[config.mk]
export PLATFORM = sky130hd
export DESIGN_NAME = branch_resolve_unit_flat
export DESIGN_NICKNAME = d
export VERILOG_FILES = /design/src/rtl/branch_resolve_unit_if.sv /design/src/rtl/branch_resolve_unit.sv /design/src/flat_wrapper.sv
export SDC_FILE = /design/constraint.sdc
export NUM_CORES = 1
export LEC_CHECK = 0
export CORE_AREA = 2 2 130 132
export DETAILED_ROUTE_END_ITERATION = 8
export DIE_AREA = 0 0 132 134
export GPL_ROUTABILITY_DRIVEN = 0
export PLACE_DENSITY = 0.83
export SETUP_SLACK_MARGIN = 0.3
export SLEW_MARGIN = 25
export SYNTH_ARGS = -nofsm -noshare
export SYNTH_HDL_FRONTEND = slang
export SYNTH_SLANG_ARGS = --single-unit
[constraint.sdc]
create_clock -name clk -period 17.7 [get_ports clk]
set_input_delay 3.54 -clock clk [delete_from_list [all_inputs] [get_ports clk]]
set_output_delay 3.54 -clock clk [all_outputs]
set_load 0.02 [all_outputs]
[src/rtl/branch_resolve_unit_if.sv]
// branch_resolve_unit_if: execute-lane inputs and fetch flush handshake of branch_resolve_unit
//   lane_valid/op/data1/data2/bid/addr : per-lane resolving branch, lane i packed at slice i
//   oldest_bid  : bid of the oldest in-flight branch (age reference)
//   flush_ready : fetch accepts the pending flush this cycle
//   flush_valid/bid/addr : pending flush, flush_count : saturating count of accepted flushes
interface branch_resolve_unit_if #(
  parameter int NUM_LANES  = 4,
  parameter int DATA_WIDTH = 32,
  parameter int ADDR_WIDTH = 5,
  parameter int BID_WIDTH  = 3,
  parameter int CNT_WIDTH  = 16
);
  logic [NUM_LANES-1:0]            lane_valid;
  logic [4*NUM_LANES-1:0]          lane_op;
  logic [DATA_WIDTH*NUM_LANES-1:0] lane_data1;
  logic [DATA_WIDTH*NUM_LANES-1:0] lane_data2;
  logic [BID_WIDTH*NUM_LANES-1:0]  lane_bid;
  logic [ADDR_WIDTH*NUM_LANES-1:0] lane_addr;
  logic [BID_WIDTH-1:0]            oldest_bid;
  logic                            flush_ready;
  logic                            flush_valid;
  logic [BID_WIDTH-1:0]            flush_bid;
  logic [ADDR_WIDTH-1:0]           flush_addr;
  logic [CNT_WIDTH-1:0]            flush_count;
  modport master (
    output lane_valid, lane_op, lane_data1, lane_data2, lane_bid, lane_addr, oldest_bid, flush_ready,
    input  flush_valid, flush_bid, flush_addr, flush_count
  );
  modport slave (
    input  lane_valid, lane_op, lane_data1, lane_data2, lane_bid, lane_addr, oldest_bid, flush_ready,
    output flush_valid, flush_bid, flush_addr, flush_count
  );
endinterface

[src/rtl/branch_resolve_unit.sv]
// branch_resolve_unit: resolves up to NUM_LANES branches per cycle and holds the oldest redirect as a pending flush
//   clk   : clock
//   rst_n : synchronous active-low reset
//   bus   : slave side of branch_resolve_unit_if (lane inputs in, flush handshake and counter out)
module branch_resolve_unit #(
  parameter int NUM_LANES  = 4,
  parameter int DATA_WIDTH = 32,
  parameter int ADDR_WIDTH = 5,
  parameter int BID_WIDTH  = 3,
  parameter int PIPE_CMP   = 1,
  parameter int CNT_WIDTH  = 16
) (
  input logic                  clk,
  input logic                  rst_n,
  branch_resolve_unit_if.slave bus
);
  logic [NUM_LANES-1:0]  w_redir;
  logic [NUM_LANES-1:0]  w_sel_v;
  logic [BID_WIDTH-1:0]  w_lane_bid  [NUM_LANES];
  logic [ADDR_WIDTH-1:0] w_lane_addr [NUM_LANES];
  logic [BID_WIDTH-1:0]  w_sel_bid   [NUM_LANES];
  logic [ADDR_WIDTH-1:0] w_sel_addr  [NUM_LANES];
  logic [BID_WIDTH-1:0]  w_age       [NUM_LANES];
  logic                  w_cand_v;
  logic [BID_WIDTH-1:0]  w_cand_bid;
  logic [BID_WIDTH-1:0]  w_cand_age;
  logic [ADDR_WIDTH-1:0] w_cand_addr;
  logic [BID_WIDTH-1:0]  w_pend_age;
  logic                  w_hs;
  logic                  w_load;
  logic                  r_flush_valid;
  logic [BID_WIDTH-1:0]  r_flush_bid;
  logic [ADDR_WIDTH-1:0] r_flush_addr;
  logic [CNT_WIDTH-1:0]  r_flush_count;
  for (genvar i = 0; i < NUM_LANES; i++) begin : g_lane
    logic [3:0]            w_op;
    logic [DATA_WIDTH-1:0] w_d1;
    logic [DATA_WIDTH-1:0] w_d2;
    assign w_op           = bus.lane_op[4*i +: 4];
    assign w_d1           = bus.lane_data1[DATA_WIDTH*i +: DATA_WIDTH];
    assign w_d2           = bus.lane_data2[DATA_WIDTH*i +: DATA_WIDTH];
    assign w_lane_bid[i]  = bus.lane_bid[BID_WIDTH*i +: BID_WIDTH];
    assign w_lane_addr[i] = bus.lane_addr[ADDR_WIDTH*i +: ADDR_WIDTH];
    assign w_redir[i] = bus.lane_valid[i] && (
      (w_op == 4'hA && w_d1 == w_d2) ||
      (w_op == 4'hB && w_d1 != w_d2) ||
      (w_op == 4'hC && $signed(w_d1) <  $signed(w_d2)) ||
      (w_op == 4'hD && $signed(w_d1) >= $signed(w_d2)));
    // age is taken against the oldest_bid present at selection time, even for registered lanes
    assign w_age[i] = w_sel_bid[i] - bus.oldest_bid;
  end
  if (PIPE_CMP != 0) begin : g_pipe
    logic [NUM_LANES-1:0]  r_v;
    logic [BID_WIDTH-1:0]  r_bid  [NUM_LANES];
    logic [ADDR_WIDTH-1:0] r_addr [NUM_LANES];
    always_ff @(posedge clk) begin
      r_v    <= rst_n ? w_redir : '0;
      r_bid  <= w_lane_bid;
      r_addr <= w_lane_addr;
    end
    assign w_sel_v    = r_v;
    assign w_sel_bid  = r_bid;
    assign w_sel_addr = r_addr;
  end else begin : g_comb
    assign w_sel_v    = w_redir;
    assign w_sel_bid  = w_lane_bid;
    assign w_sel_addr = w_lane_addr;
  end
  // strict < keeps the lowest lane index on equal ages
  always_comb begin
    w_cand_v    = 1'b0;
    w_cand_bid  = '0;
    w_cand_addr = '0;
    w_cand_age  = '0;
    for (int l = 0; l < NUM_LANES; l++) begin
      if (w_sel_v[l] && (!w_cand_v || w_age[l] < w_cand_age)) begin
        w_cand_v    = 1'b1;
        w_cand_bid  = w_sel_bid[l];
        w_cand_addr = w_sel_addr[l];
        w_cand_age  = w_age[l];
      end
    end
  end
  assign w_pend_age = r_flush_bid - bus.oldest_bid;
  assign w_hs       = r_flush_valid && bus.flush_ready;
  // a candidate is taken into an empty slot, or over the pending flush (accepted or not) only when strictly older
  assign w_load     = w_cand_v && (!r_flush_valid || w_cand_age < w_pend_age);
  always_ff @(posedge clk) begin
    if (!rst_n) begin
      r_flush_valid <= 1'b0;
      r_flush_bid   <= '0;
      r_flush_addr  <= '0;
      r_flush_count <= '0;
    end else begin
      r_flush_valid <= w_load || (r_flush_valid && !w_hs);
      if (w_load) begin
        r_flush_bid  <= w_cand_bid;
        r_flush_addr <= w_cand_addr;
      end
      if (w_hs && r_flush_count != '1) r_flush_count <= r_flush_count + 1'b1;
    end
  end
  assign bus.flush_valid = r_flush_valid;
  assign bus.flush_bid   = r_flush_bid;
  assign bus.flush_addr  = r_flush_addr;
  assign bus.flush_count = r_flush_count;
endmodule

[src/flat_wrapper.sv]
// flat-port wrapper written by rule: the top's interface ports become plain ports
module branch_resolve_unit_flat 
#(
  parameter int NUM_LANES  = 4,
  parameter int DATA_WIDTH = 32,
  parameter int ADDR_WIDTH = 5,
  parameter int BID_WIDTH  = 3,
  parameter int PIPE_CMP   = 1,
  parameter int CNT_WIDTH  = 16
)
  (clk, rst_n, bus_lane_valid, bus_lane_op, bus_lane_data1, bus_lane_data2, bus_lane_bid, bus_lane_addr, bus_oldest_bid, bus_flush_ready, bus_flush_valid, bus_flush_bid, bus_flush_addr, bus_flush_count);
  branch_resolve_unit_if #(.NUM_LANES(NUM_LANES), .DATA_WIDTH(DATA_WIDTH), .ADDR_WIDTH(ADDR_WIDTH), .BID_WIDTH(BID_WIDTH), .CNT_WIDTH(CNT_WIDTH)) bus_i ();
  input logic clk;
  input logic rst_n;
  input wire logic [$bits(bus_i.lane_valid)-1:0] bus_lane_valid;
  input wire logic [$bits(bus_i.lane_op)-1:0] bus_lane_op;
  input wire logic [$bits(bus_i.lane_data1)-1:0] bus_lane_data1;
  input wire logic [$bits(bus_i.lane_data2)-1:0] bus_lane_data2;
  input wire logic [$bits(bus_i.lane_bid)-1:0] bus_lane_bid;
  input wire logic [$bits(bus_i.lane_addr)-1:0] bus_lane_addr;
  input wire logic [$bits(bus_i.oldest_bid)-1:0] bus_oldest_bid;
  input wire logic [$bits(bus_i.flush_ready)-1:0] bus_flush_ready;
  output wire logic [$bits(bus_i.flush_valid)-1:0] bus_flush_valid;
  output wire logic [$bits(bus_i.flush_bid)-1:0] bus_flush_bid;
  output wire logic [$bits(bus_i.flush_addr)-1:0] bus_flush_addr;
  output wire logic [$bits(bus_i.flush_count)-1:0] bus_flush_count;
  assign bus_i.lane_valid = bus_lane_valid;
  assign bus_i.lane_op = bus_lane_op;
  assign bus_i.lane_data1 = bus_lane_data1;
  assign bus_i.lane_data2 = bus_lane_data2;
  assign bus_i.lane_bid = bus_lane_bid;
  assign bus_i.lane_addr = bus_lane_addr;
  assign bus_i.oldest_bid = bus_oldest_bid;
  assign bus_i.flush_ready = bus_flush_ready;
  assign bus_flush_valid = bus_i.flush_valid;
  assign bus_flush_bid = bus_i.flush_bid;
  assign bus_flush_addr = bus_i.flush_addr;
  assign bus_flush_count = bus_i.flush_count;
  branch_resolve_unit #(.NUM_LANES(NUM_LANES), .DATA_WIDTH(DATA_WIDTH), .ADDR_WIDTH(ADDR_WIDTH), .BID_WIDTH(BID_WIDTH), .PIPE_CMP(PIPE_CMP), .CNT_WIDTH(CNT_WIDTH)) u_core (.clk(clk), .rst_n(rst_n), .bus(bus_i));
endmodule
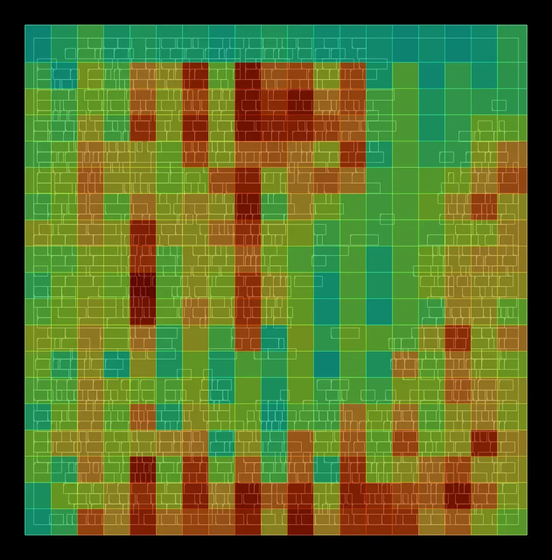
(images/congestion.png)
GR Util met3: 0.0529
M1 GR Usage: 0.225
routed len/inst: 14.2 um
utilization after layout: 0.623
GRT busiest layer: met2

==> Slide: Implementation Results <==
Run Summary

Cells and area
  • Fraction of area in multi-input gates: 0.435
  • Share of layout cells above drive strength 1: 0.0231
  • Logic Gate Count: 561
  • Clock buffers and inverters, area share: 0.0294
  • Design Area, Final: 0.0102 mm^2
  • Fill cells: 1404
  • Area Overhead vs Synth: 62.0%
  • Top reg by flops: u_core.g_pipe.r_addr
  • Finished Layout Cells: 1345
  • Sequential cell area share: 0.120
  • Inverters: 148
  • Non-clk buf share: 0.333
  • Multi-input gate area: 0.00442 mm^2
  • Clock buffers: 9

Critical path
  • Critical Path Fanout Max: 19
  • Crit path top cell by count: ha_1
  • Critical Path End: u_core.bus.flush_bid[0]
  • Critical path's slowest cell: a32o_1
  • Worst stage delay on the critical path: 0.59 ns
  • R2R depth: 30
  • Crit. End Element: flop
  • Critical path type: primary input to flop
  • Setup crit start: bus_oldest_bid[0]
  • Cell family with most CP delay: AND-OR/OR-AND gates
  • Critical R2R Capture: u_core.bus.flush_bid[0]
  • R2r setup slk: 10.45 ns

Timing
  • Fin crit share: 0.607
  • Achievable Freq: 0.0931 GHz
  • RSZ-0062 raised after global routing: no
  • Final critical-path required period: 10.74 ns
  • Final hold viol count: 0
  • Max Transition Viols Final: 0
  • Hold Worst Slack: 0.513 ns

Logic synthesis
  • YS chip area: 0.00627 mm^2
  • Number of standard cells reported by yosys: 781
  • Simple share: 0.179
  • Synthesized registers: 61
  • FFs w/ async S/R, synth: 0
  • Ao+oa area frac: 0.166
  • Distinct cell type count of the synthesized netlist: 53
  • Yosys xor share: 0.0335
  • Area share, top type: 0.281
  • Floorplan Nets: 1241
  • Adder share: 0.297
  • Mux cell area share after synthesis: 0.0289
  • Yosys warning count: 0
  • Top-count cell post-synth: inv_1

Die
  • IO Count: 339
  • Die Width: 132 um
  • Num rows: 47
  • Die area: 0.0177 mm^2
  • Fp util: 0.385
  • Core region area: 0.0163 mm^2
  • Die Y: 134 um
  • Tapcells: 220

Hold path
  • Hold Crit Start: u_core.bus.flush_count[1]
  • Worst hold endpoint: u_core.bus.flush_count[1]
  • Hold depth: 2

CTS
  • Gates resized, CTS repair: 0
  • CTS buffer count: 9
  • Clock buffer depth: 2
  • Clock transition at path regs: 0.05 ns
  • CTS tree: done

Route
  • Antenna-violating nets left: 0
  • DRC: 0
  • DRT iter0 DRCs: 109
  • Detailed Routing Iterations Pass 1: 5

Job
  • Count of tool warnings: 26
  • Max Cap Viol: 0

Run status
  • Outcome: finished, final reports clean

Pwr
  • Leak pwr: 4.81 nW
  • PD cells: 50.0 mW/mm^2

Placed design
  • Cells after DPL: 1328

GRT
  • Vias in the first global route: 6729
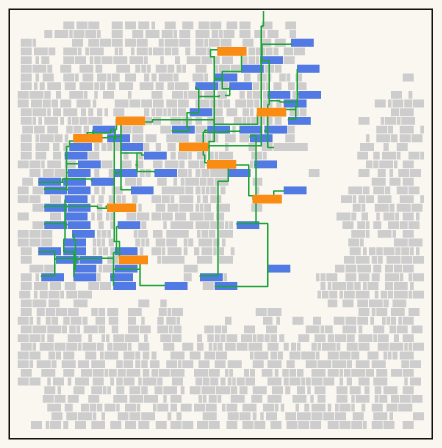
(images/clk_routes.png)
legend:
  clock drivers:
    color: orange
    count: 9
  flip-flops:
    color: blue
    count: 61
  clock wires:
    color: green
    length: 833 um
routed clock nets: 10

cell usage in the layout, fill, tap and decap left out, drive strengths merged, types with 16 or more instances in the layout:
master,Yosys,routed
clkdlybuf4s50,0,337
inv,148,149
ha,141,141
dfxtp,61,61
a21oi,47,47
nand2,44,44
o21ai,39,39
nand4,34,34
nor2,30,30
a21o,30,30
xnor2,19,19
mux2i,17,17
nand3,16,16
and2,16,16
per-layer routing:
metal  part of all wire  track usage  vias to the layer above
li1                   -            -                     3394
met1               0.40        0.225                     2951
met2               0.50        0.396                      234
met3              0.070       0.0529                       46
met4              0.038       0.0936                        0
met5                  0            0                        -
where the power goes:
group / total, mW / switching, mW / internal, mW
combinational: 0.184 / 0.0719 / 0.112
sequential: 0.149 / 0.00462 / 0.144
clock: 0.175 / 0.0658 / 0.109
Power figures rest on the tool's default switching activity, not on a simulated workload.
